<file path="src/rtl/wirelog_pkg.sv">
// Shared helpers for the wire/lamp input side of the gate array.
// Holds the default counter width plus popcount and saturating-add helpers.
package wirelog_pkg;

    localparam int DEFAULT_CNT_W = 8;
    localparam int MAX_LAMPS     = 64;

    typedef enum logic {
        EV_IDLE    = 1'b0,
        EV_PENDING = 1'b1
    } ev_state_t;

    // Callers zero-extend their vector to MAX_LAMPS bits.
    function automatic logic [31:0] popcount(input logic [MAX_LAMPS-1:0] vec);
        logic [31:0] total;
        total = '0;
        for (int i = 0; i < MAX_LAMPS; i++) begin
            total = total + {31'd0, vec[i]};
        end
        return total;
    endfunction

    function automatic logic [31:0] sat_add(input logic [31:0] cnt,
                                            input logic [31:0] inc,
                                            input int unsigned width);
        logic [32:0] sum;
        logic [32:0] max_val;
        max_val = (width >= 32) ? 33'h0_FFFF_FFFF : ((33'd1 << width) - 33'd1);
        sum     = {1'b0, cnt} + {1'b0, inc};
        if (sum > max_val) begin
            sum = max_val;
        end
        return sum[31:0];
    endfunction

endpackage

</file>
<file path="src/rtl/wire_hit_tracker.sv">
// Tracks which wires were already hit in the current logic step and splits
// incoming trigger pulses into accepted toggles and dropped repeat hits.
module wire_hit_tracker
    import wirelog_pkg::*;
#(
    parameter int LAMP_COUNT = 2
) (
    input  logic                  clk,
    input  logic                  logic_reset_n,
    input  logic                  step_start,
    input  logic [LAMP_COUNT-1:0] trig,
    output logic [LAMP_COUNT-1:0] hit_mask,
    output logic [LAMP_COUNT-1:0] acc,
    output logic [LAMP_COUNT-1:0] drop
);

    logic [LAMP_COUNT-1:0] hit_eff;

    // A new step discards the old mask before the same-cycle trig is judged.
    always_comb begin
        hit_eff = step_start ? '0 : hit_mask;
        acc     = trig & ~hit_eff;
        drop    = trig &  hit_eff;
    end

    // NOTE: sequential state uses non-blocking assignments so every register
    // samples pre-edge values regardless of block ordering.
    always_ff @(posedge clk or negedge logic_reset_n) begin
        if (!logic_reset_n) begin
            hit_mask <= '0;
        end else begin
            hit_mask <= hit_eff | trig;
        end
    end

endmodule

</file>
<file path="src/rtl/lamp_trigger_bank.sv">
// Converts wire trigger pulses into lamp states for the gate array and
// notifies the gate evaluator of changes through a coalescing valid/ready flag.
module lamp_trigger_bank
    import wirelog_pkg::*;
#(
    parameter int                  LAMP_COUNT = 2,
    parameter logic [LAMP_COUNT-1:0] LAMP_INIT = '0,
    parameter int                  CNT_W      = DEFAULT_CNT_W
) (
    input  logic                  clk,
    input  logic                  logic_reset_n,
    input  logic                  step_start,
    input  logic [LAMP_COUNT-1:0] trig,
    output logic [LAMP_COUNT-1:0] lamp_state,
    output logic [LAMP_COUNT-1:0] hit_mask,
    output logic                  eval_valid,
    input  logic                  eval_ready,
    output logic [CNT_W-1:0]      drop_cnt
);

    logic [LAMP_COUNT-1:0] acc;
    logic [LAMP_COUNT-1:0] drop;
    logic                  any_acc;
    logic [31:0]           drop_inc;
    logic [31:0]           drop_sum;
    ev_state_t             ev_state;
    ev_state_t             ev_state_nxt;

    wire_hit_tracker #(
        .LAMP_COUNT (LAMP_COUNT)
    ) u_tracker (
        .clk           (clk),
        .logic_reset_n (logic_reset_n),
        .step_start    (step_start),
        .trig          (trig),
        .hit_mask      (hit_mask),
        .acc           (acc),
        .drop          (drop)
    );

    assign any_acc  = |acc;
    assign drop_inc = popcount(MAX_LAMPS'(drop));
    assign drop_sum = sat_add(32'(drop_cnt), drop_inc, CNT_W);

    always_ff @(posedge clk or negedge logic_reset_n) begin
        if (!logic_reset_n) begin
            lamp_state <= LAMP_INIT;
            drop_cnt   <= '0;
        end else begin
            lamp_state <= lamp_state ^ acc;
            drop_cnt   <= drop_sum[CNT_W-1:0];
        end
    end

    // New toggles win over a same-cycle handshake; later changes coalesce into
    // a pending notification, with no compare-and-cancel.
    // NOTE: ev_state_nxt gets a default first so no path through the block
    // leaves it unassigned, which would otherwise infer a latch.
    always_comb begin
        ev_state_nxt = ev_state;
        if (any_acc) begin
            ev_state_nxt = EV_PENDING;
        end else if (ev_state == EV_PENDING && eval_ready) begin
            ev_state_nxt = EV_IDLE;
        end
    end

    always_ff @(posedge clk or negedge logic_reset_n) begin
        if (!logic_reset_n) begin
            ev_state <= EV_IDLE;
        end else begin
            ev_state <= ev_state_nxt;
        end
    end

    assign eval_valid = (ev_state == EV_PENDING);

endmodule

</file>
<file path="config.mk">
export PLATFORM = sky130hd
export DESIGN_NAME = lamp_trigger_bank
export DESIGN_NICKNAME = d
export VERILOG_FILES = /design/src/rtl/wirelog_pkg.sv /design/src/rtl/wire_hit_tracker.sv /design/src/rtl/lamp_trigger_bank.sv
export SDC_FILE = /design/constraint.sdc
export NUM_CORES = 1
export LEC_CHECK = 0
export ABC_AREA = 1
export CORE_MARGIN = 10
export CORE_UTILIZATION = 44
export DETAILED_ROUTE_END_ITERATION = 6
export HOLD_SLACK_MARGIN = 0.12
export PLACE_DENSITY = 0.82
export SETUP_SLACK_MARGIN = 0.2
export SLEW_MARGIN = 20
export SYNTH_ARGS = -nofsm -noshare
export SYNTH_HDL_FRONTEND = slang
export SYNTH_SLANG_ARGS = --single-unit
</file>
<file path="constraint.sdc">
create_clock -name clk -period 2 [get_ports clk]
set_input_delay 0.4 -clock clk [delete_from_list [all_inputs] [get_ports clk]]
set_output_delay 0.4 -clock clk [all_outputs]
set_load 0.1 [all_outputs]
</file>
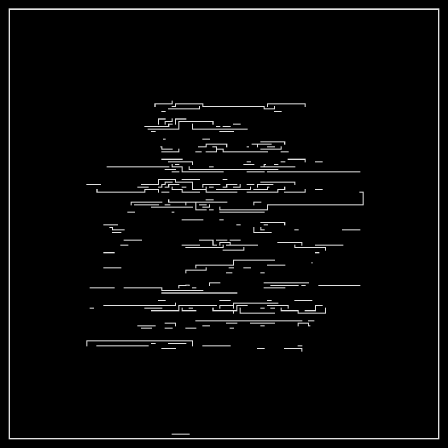
**Above:** run 1 (met1 routing).
The wires run mostly horizontal. 94 nets have wire on it. The longest straight run is 14.3 um.

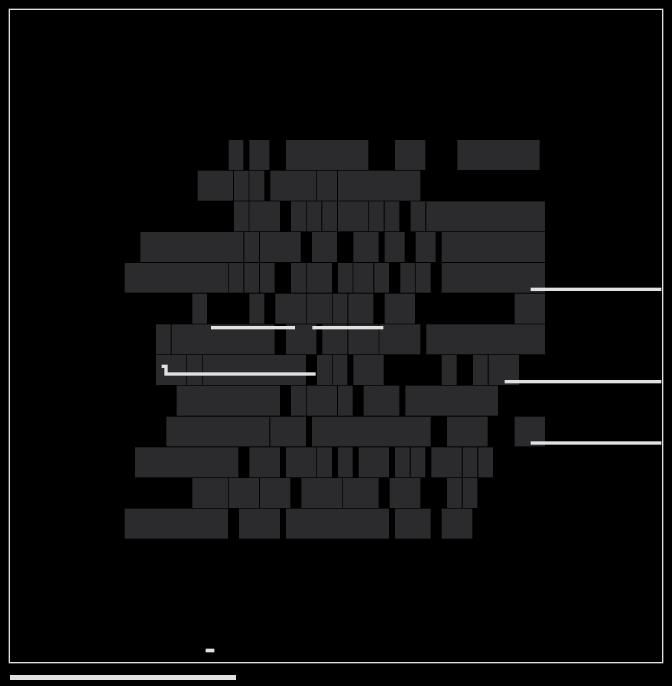
**Above:** run 1 (signal wires on met3).
Bar = 20 um. Cells faint in the background.
The layer carries 63.5 um of wire. The longest straight run is 13.6 um. 5 nets have wire on it. The wires run mostly horizontal. The layer holds 4.3% of the routed length.
total wire length: 1470 um
routing usage on met3: 3.268%
via count: 535

==> run summary, run 1 <==
flow finished, numbers: outcome complete, no violations, DP HPWL 1186 um, r2r setup slk 0.32 ns, Synth Seq Share 52.00%, dominant cell type by area after synthesis dfrtp_1, endpoints failing hold 0, top flop regs drop_cnt (8), lamp_state (2), u_tracker.hit_mask (2), Setup WS pre-CTS -0.1737 ns, met1 WL 551 um, Final Instance Count excl. Fillers 115, Commonest cells post-synth nand2_1 (26), dfrtp_1 (13), inv_1 (11), final period utilization 84.58%, post-CTS setup buffer count 1, Clk pin slew, worst setup/hold paths 0.08 ns, Reg2Reg Launch Point u_tracker.hit_mask[0], crit path DAT 1.86 ns, cell class ranked first by area flip-flops and latches, most frequent logic cell in the layout nand2_1, die width 57.71 um, number of fill cells 101, Max-slew headroom 62.27%
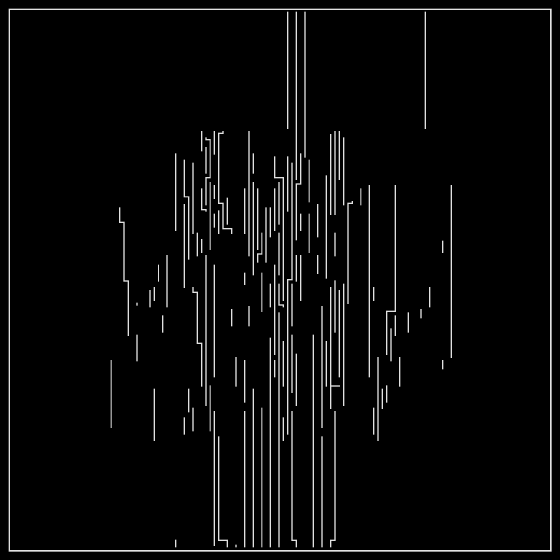
**Above:** run 1 (signal wires on met2).
The wires run mostly vertical. 90 nets have wire on it. The layer carries 828 um of wire. The layer holds 56% of the routed length.

==> run 1 -> run 2 <==
--- a/config.mk
+++ b/config.mk
@@ -7,10 +7,10 @@
 export LEC_CHECK = 0
 export ABC_AREA = 1
 export CORE_MARGIN = 10
-export CORE_UTILIZATION = 44
+export CORE_UTILIZATION = 39
 export DETAILED_ROUTE_END_ITERATION = 6
 export HOLD_SLACK_MARGIN = 0.12
-export PLACE_DENSITY = 0.82
+export PLACE_DENSITY = 0.77
 export SETUP_SLACK_MARGIN = 0.2
 export SLEW_MARGIN = 20
 export SYNTH_ARGS = -nofsm -noshare
==> constraint.sdc (replaced) <==
create_clock -name clk -period 1.4 [get_ports clk]
set_input_delay 0.28 -clock clk [delete_from_list [all_inputs] [get_ports clk]]
set_output_delay 0.28 -clock clk [all_outputs]
set_load 0.1 [all_outputs]
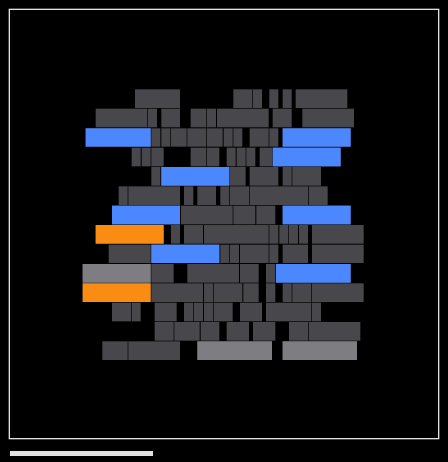
**Above:** run 2 (where the registers sit).
Bar = 20 um. Other sequential cells in the stronger grey, the rest of the logic in the fainter grey.
lamp_state: marked orange, flops 2. drop_cnt: marked blue, flops 8.
Another 3 sequential cells are not coloured.
final core utilization: 77.91%
Seq. cell area: 347.8 um^2
Seq area share: 29.64%

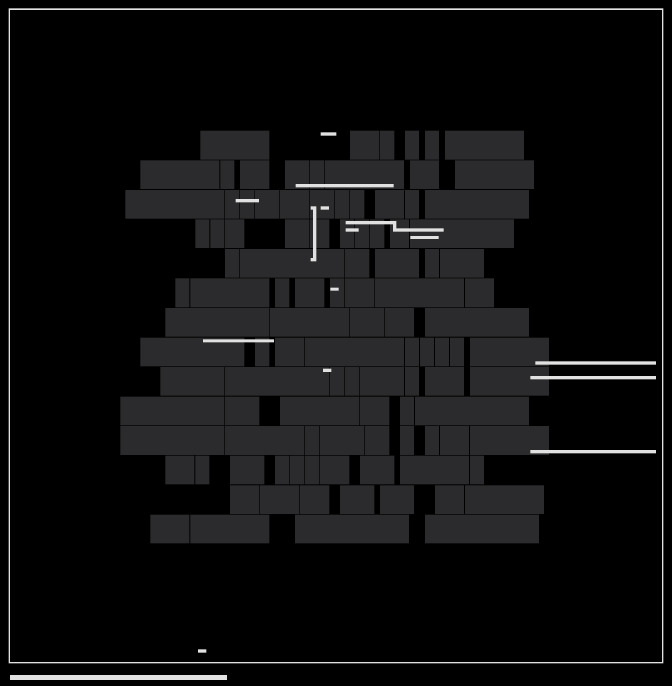
**Above:** run 2 (signal wires on met3).
Bar = 20 um. Cells faint in the background.
The layer carries 70.1 um of wire. The wires run mostly horizontal.
routing usage on met3: 1.059%
via count: 620
total wire length: 1865 um

==> run 2 against run 1 <==
- the run now ends with negative setup slack left
- cell count rose by 7.0%
- first-iteration DRC count rose to 8.0 times the previous value
- worst setup slack got worse by 0.51 ns
- die area rose by 8.3%
- count of clock-buffer cells in the layout rose by 1
- synthesized cell count did not move
- register-to-register slack got worse by 0.52 ns
==> run summary, run 2 <==
flow finished, numbers: dominant cell type by area after synthesis dfrtp_1, Critical Path Start drop_cnt[0], r2r setup slk -0.20 ns, DP HPWL 1297 um, number of fill cells 87, Setup WS pre-CTS -0.6652 ns, endpoints failing hold 0, placed cells 112, MUX share of area 0%, outcome finished with violations, Synth Seq Share 52.00%, count leader, synth nand2_1, cell class ranked first by area buffers, # Cells Yosys 72, number of enable flip-flop cells 0, Commonest cells post-synth nand2_1 (26), dfrtp_1 (13), inv_1 (11), share of cells above drive strength 1 54.21%, Worst setup endpoint drop_cnt[5], most frequent logic cell in the layout nand2_1, Final Setup Violations 9, failing checks negative setup slack, crit path DAT 1.82 ns, post-route setup slack -0.2049 ns, clkbuf count 4, post-CTS setup buffer count 4, Simple-Gate Fraction of Synth Area 28.60%, met1 WL 722 um, top flop regs drop_cnt (8), lamp_state (2), u_tracker.hit_mask (2), Final Instance Count excl. Fillers 123, Cell Rows 14, die width 60.05 um, final period utilization 114.6%
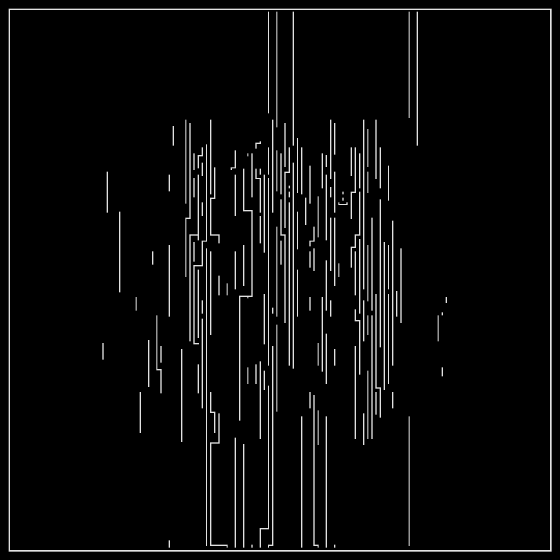
**Above:** run 2 (signal wires on met2).
The layer holds 54% of the routed length. The wires run mostly vertical. The longest straight run is 33.0 um. The layer carries 1020 um of wire. 98 nets have wire on it.

